$ cat src/rtl/skip_monitor.sv
// Skip ring monitor: counts SCLK pulses per B0 revolution and tracks match/lock/error/stall status.
// Optional min/max count tracking is enabled by defining SKIP_MONITOR_MINMAX_EN.
module skip_monitor #(
    parameter int unsigned CW     = 8,
    parameter int unsigned LOCK_N = 4,
    parameter int unsigned TO_W   = 32
) (
    input  logic          mCLK,
    input  logic          nRST,
    input  logic          SCLK,
    input  logic          B0,
    input  logic [CW-1:0] EXPECT,
    input  logic          CLR,
    output logic [CW-1:0] COUNT,
    output logic          VALID,
    output logic          MATCH,
    output logic          LOCK,
    output logic          ERR,
    output logic          STALL
`ifdef SKIP_MONITOR_MINMAX_EN
    ,
    output logic [CW-1:0] CMIN,
    output logic [CW-1:0] CMAX
`endif
);

    localparam int unsigned MW = 8;
    localparam logic [MW-1:0]   LOCK_TGT = MW'(LOCK_N);
    localparam logic [CW-1:0]   CNT_MAX  = {CW{1'b1}};
    localparam logic [TO_W-1:0] WD_MAX   = {TO_W{1'b1}};

    typedef enum logic {IDLE, RUN} state_t;

    state_t          state_q, state_d;
    logic            sclk_meta_q, sclk_meta_d, sclk_sync_q, sclk_sync_d, sclk_dly_q, sclk_dly_d;
    logic            b0_meta_q, b0_meta_d, b0_sync_q, b0_sync_d, b0_dly_q, b0_dly_d;
    logic [CW-1:0]   pcnt_q, pcnt_d;
    logic [CW-1:0]   count_q, count_d;
    logic [MW-1:0]   mcnt_q, mcnt_d;
    logic [TO_W-1:0] wd_q, wd_d;
    logic            valid_q, valid_d;
    logic            match_q, match_d;
    logic            lock_q, lock_d;
    logic            err_q, err_d;
    logic            stall_q, stall_d;

    logic            sclk_rise, b0_rise, rev_end, wd_trip, err_set;
    logic [MW-1:0]   mcnt_inc;

`ifdef SKIP_MONITOR_MINMAX_EN
    logic [CW-1:0]   cmin_q, cmin_d, cmax_q, cmax_d;
    logic [CW-1:0]   cmin_base, cmax_base;
`endif

    // Next-state, counters and status
    always_comb begin
        state_d     = state_q;
        sclk_meta_d = SCLK;
        sclk_sync_d = sclk_meta_q;
        sclk_dly_d  = sclk_sync_q;
        b0_meta_d   = B0;
        b0_sync_d   = b0_meta_q;
        b0_dly_d    = b0_sync_q;
        pcnt_d      = pcnt_q;
        count_d     = count_q;
        mcnt_d      = mcnt_q;
        wd_d        = wd_q;
        valid_d     = 1'b0;
        match_d     = match_q;
        lock_d      = lock_q;
        err_set     = 1'b0;

        sclk_rise = sclk_sync_q & ~sclk_dly_q;
        b0_rise   = b0_sync_q & ~b0_dly_q;
        rev_end   = (state_q == RUN) && b0_rise;
        wd_trip   = !b0_rise && (wd_q == (WD_MAX - TO_W'(1)));
        mcnt_inc  = (mcnt_q == LOCK_TGT) ? mcnt_q : (mcnt_q + MW'(1));

        if (b0_rise) begin
            wd_d = '0;
        end else if (wd_q != WD_MAX) begin
            wd_d = wd_q + TO_W'(1);
        end

        case (state_q)
            IDLE: begin
                if (b0_rise) begin
                    state_d = RUN;
                    pcnt_d  = sclk_rise ? CW'(1) : '0;
                end
            end
            RUN: begin
                if (b0_rise) begin
                    // A coincident SCLK edge opens the new revolution
                    count_d = pcnt_q;
                    valid_d = 1'b1;
                    pcnt_d  = sclk_rise ? CW'(1) : '0;
                    if (pcnt_q == EXPECT) begin
                        match_d = 1'b1;
                        mcnt_d  = mcnt_inc;
                        lock_d  = (mcnt_inc == LOCK_TGT);
                    end else begin
                        match_d = 1'b0;
                        mcnt_d  = '0;
                        lock_d  = 1'b0;
                        err_set = lock_q;
                    end
                end else if (sclk_rise && (pcnt_q != CNT_MAX)) begin
                    pcnt_d = pcnt_q + CW'(1);
                end
            end
            default: state_d = IDLE;
        endcase

        if (wd_trip) begin
            state_d = IDLE;
            pcnt_d  = '0;
            mcnt_d  = '0;
            lock_d  = 1'b0;
        end

        err_d   = err_set | (err_q & ~CLR);
        stall_d = wd_trip | (stall_q & ~CLR);

`ifdef SKIP_MONITOR_MINMAX_EN
        cmin_base = CLR ? CNT_MAX : cmin_q;
        cmax_base = CLR ? '0 : cmax_q;
        cmin_d    = cmin_base;
        cmax_d    = cmax_base;
        if (rev_end && (pcnt_q < cmin_base)) cmin_d = pcnt_q;
        if (rev_end && (pcnt_q > cmax_base)) cmax_d = pcnt_q;
`endif
    end

    always_ff @(posedge mCLK or negedge nRST) begin
        if (!nRST) begin
            state_q     <= IDLE;
            sclk_meta_q <= 1'b0;
            sclk_sync_q <= 1'b0;
            sclk_dly_q  <= 1'b0;
            b0_meta_q   <= 1'b0;
            b0_sync_q   <= 1'b0;
            b0_dly_q    <= 1'b0;
            pcnt_q      <= '0;
            count_q     <= '0;
            mcnt_q      <= '0;
            wd_q        <= '0;
            valid_q     <= 1'b0;
            match_q     <= 1'b0;
            lock_q      <= 1'b0;
            err_q       <= 1'b0;
            stall_q     <= 1'b0;
        end else begin
            state_q     <= state_d;
            sclk_meta_q <= sclk_meta_d;
            sclk_sync_q <= sclk_sync_d;
            sclk_dly_q  <= sclk_dly_d;
            b0_meta_q   <= b0_meta_d;
            b0_sync_q   <= b0_sync_d;
            b0_dly_q    <= b0_dly_d;
            pcnt_q      <= pcnt_d;
            count_q     <= count_d;
            mcnt_q      <= mcnt_d;
            wd_q        <= wd_d;
            valid_q     <= valid_d;
            match_q     <= match_d;
            lock_q      <= lock_d;
            err_q       <= err_d;
            stall_q     <= stall_d;
        end
    end

`ifdef SKIP_MONITOR_MINMAX_EN
    always_ff @(posedge mCLK or negedge nRST) begin
        if (!nRST) begin
            cmin_q <= CNT_MAX;
            cmax_q <= '0;
        end else begin
            cmin_q <= cmin_d;
            cmax_q <= cmax_d;
        end
    end

    assign CMIN = cmin_q;
    assign CMAX = cmax_q;
`endif

    assign COUNT = count_q;
    assign VALID = valid_q;
    assign MATCH = match_q;
    assign LOCK  = lock_q;
    assign ERR   = err_q;
    assign STALL = stall_q;

endmodule

$ cat config.mk
export PLATFORM = sky130hd
export DESIGN_NAME = skip_monitor
export DESIGN_NICKNAME = d
export VERILOG_FILES = /design/src/rtl/skip_monitor.sv
export SDC_FILE = /design/constraint.sdc
export NUM_CORES = 1
export LEC_CHECK = 0
export CAP_MARGIN = 20
export CORE_MARGIN = 4
export CORE_UTILIZATION = 53
export CTS_CLUSTER_SIZE = 8
export DETAILED_ROUTE_END_ITERATION = 16
export PLACE_DENSITY = 0.76
export REMOVE_ABC_BUFFERS = 1
export SLEW_MARGIN = 5
export SYNTH_ARGS = -nofsm -noshare
export SYNTH_HDL_FRONTEND = slang
export SYNTH_SLANG_ARGS = --single-unit
$ cat constraint.sdc
create_clock -name mCLK -period 2 [get_ports mCLK]
set_clock_uncertainty 0.2 [all_clocks]
set_input_delay 0.3 -clock mCLK [delete_from_list [all_inputs] [get_ports mCLK]]
set_output_delay 0.3 -clock mCLK [all_outputs]
set_load 0.05 [all_outputs]
layer_met1.png
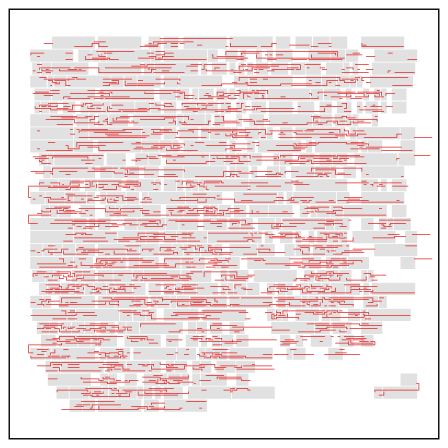
main direction: horizontal
longest straight run: 23.5 um
share of all routed wire: 39%
wire length on this layer: 4340 um
nets with wire on the layer: 492

layer_met2.png
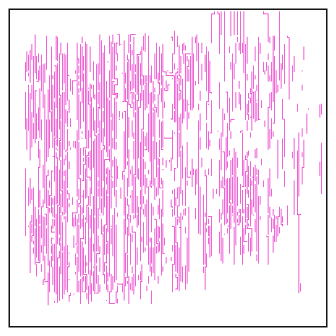
longest straight run: 32.8 um
wire length on this layer: 5700 um
share of all routed wire: 51%

==> reports/highlights.md <==
- run status: finished with violations
- violated checks: setup timing
- core area: 0.006422 sq mm
- maximum clock frequency: 0.4521 GHz
- unrepaired setup endpoints after global routing: true
- final non-filler cell total: 586
- Switching Share: 27.16%
- Seq power: 1.49 mW
- die boundary width: 89.81 um
- power per unit of standard cell area: 623.0 mW/mm^2
- total of endpoints with negative setup slack in the final report: 28
- Mean Syn Cell Area: 9.261 sq um
- Root Buffer Master: sky130_fd_sc_hd__clkbuf_8
- summed instance area of the synthesized netlist: 0.003547 sq mm
- number of primary I/O pins: 26
- Netlist cell types: 49
- Post-Synth AOI/OAI Area: 14.04%
- row count: 29
- largest power group: registers
- ratio of routed vias to standard cells: 6.104
- portion of total power attributed to the clock network: 39.2%
- chip footprint: 0.008066 sq mm
- actual slew at the worst max-slew pin: 0.4927 ns
- antenna diode count: 0
- met2 routed WL: 5699 um
- XOR-XNOR Cells, Area Fraction: 6.420%
- antenna violations before repair: 0
- clk sinks: 68
- peak ir drop on the vdd network: 0.6004 mV
- delay contributed by the slowest stage of the critical path: 0.63 ns
- global route overflow: 0
- average wire length per cell after detail routing: 18.89 um
- worst setup slack after layout: -0.2117 ns
- cell count in the Yosys report: 383
- TritonCTS clock tree: built
- residual antenna-violating net count after detailed routing: 0
- fraction of synthesis flops using an asynchronous set or reset pin: 100.0%
- Logic family by area: simple AND/OR/NAND/NOR gates
- maximum net fanout on the critical path: 6
- fraction of power consumed by sequential logic: 46.4%
- Simple Share, Synth: 25.40%
- synthesis-stage register bit count: 68
- number of endpoints with negative hold slack in the final report: 0
- floorplan die height: 89.81 um
- ordered list of cells on the worst path: nand4_1 > or4_4 > nor4_4 > xnor2_1 > nor2_1
- Critical Path AT: 2.23 ns
- share of synthesized cell area in full adder, half adder and majority cells: 1.764%
[repair_timing]
item                                    CTS  global route
hold endpoints to repair                 68             0
pin swaps                                26            30
hold buffers                              1             0
cloned                                    1             0
gates resized                            37            60
endpoints found under the setup margin   54            51
setup buffers                            11            13
[metrics by stage]
stage          total power, mW  setup WS [ns]  utilization (%)  cell area [sq um]  hold WS, ns
6_report                 3.208        -0.2117            80.17               5149       0.1517
5_1_grt                  3.321        -0.2397            80.17               5149       0.1649
4_1_cts                  3.148       -0.07315            74.77               4802       0.1589
3_5_place_dp             1.914        -0.2672            67.93               4363       0.1419
3_3_place_gp             1.901        -0.2088            67.93               4363       0.1353
2_1_floorplan            1.706         -1.240                -               3458      -0.1956
[layout make-up]
cell class / instances / area [sq um]
flip-flops and latches: 68 / 1702
well taps: 77 / 96.34
repair buffers: 124 / 1054
clock inverters: 6 / 90.09
fillers: 366 / 1274
inverters: 18 / 67.56
clock buffers: 9 / 123.9
multi-input cells: 284 / 2016
[path summary, 6_finish.rpt]
check	from	endpoint	slack [ns]	cells past startpoint
worst max-delay path	wd_q[22]	wd_q[26]	-0.21	5
worst min-delay path	sclk_meta_q	sclk_dly_d	0.15	0
worst max register to register	wd_q[22]	wd_q[26]	-0.21	5
worst min register to register	sclk_meta_q	sclk_dly_d	0.15	0
max in group asynchronous	nRST	wd_q[12]	1.01	3
min in group asynchronous	nRST	mcnt_q[1]	0.30	3
[layout by cell type (no fill, tap or decap), types with 4 or more instances in the layout]
master                            Yosys  routed
sky130_fd_sc_hd__nand2_1             52      50
sky130_fd_sc_hd__a21oi_1             26      19
sky130_fd_sc_hd__or4_1                9       5
sky130_fd_sc_hd__clkbuf_8             1       9
sky130_fd_sc_hd__or3_4                1       6
sky130_fd_sc_hd__dlygate4sd2_1        0       9
sky130_fd_sc_hd__nor3_2               0       4
sky130_fd_sc_hd__ha_1                 5       4
sky130_fd_sc_hd__inv_1               18      18
sky130_fd_sc_hd__dfrtp_1             68      68
sky130_fd_sc_hd__a21oi_2              0       7
sky130_fd_sc_hd__nand2b_1             4       4
sky130_fd_sc_hd__or3_1                9       6
sky130_fd_sc_hd__o31ai_1              9       6
sky130_fd_sc_hd__nand4_1             16      16
sky130_fd_sc_hd__o21ai_1              1       7
sky130_fd_sc_hd__xor2_1              15      15
sky130_fd_sc_hd__o21ai_0             20      12
sky130_fd_sc_hd__and3_1               8       6
sky130_fd_sc_hd__buf_6                3      15
sky130_fd_sc_hd__nand3_1             20      16
sky130_fd_sc_hd__nor2_1              24      21
sky130_fd_sc_hd__buf_4                0      84
sky130_fd_sc_hd__or4_4                0       4
sky130_fd_sc_hd__xnor2_1             11      10
sky130_fd_sc_hd__clkdlybuf4s50_1      0      12
[registers in the layout, summed over array words and instances (netlist names)]
name	count
STALL	1
pcnt_q	8
VALID	1
sclk_meta_q	1
LOCK	1
sclk_dly_d	1
b0_meta_q	1
b0_dly_d	1
ERR	1
state_q	1
MATCH	1
b0_dly_q	1
wd_q	32
COUNT	8
sclk_dly_q	1
mcnt_q	8
[per-layer routing]
metal  GRT usage [%]  up-vias
met5               0        -
met4           10.22        0
met3           4.424       41
met2           43.23      165
met1           28.35     1740
li1                -     1631
Power and IR drop assume default switching activity.
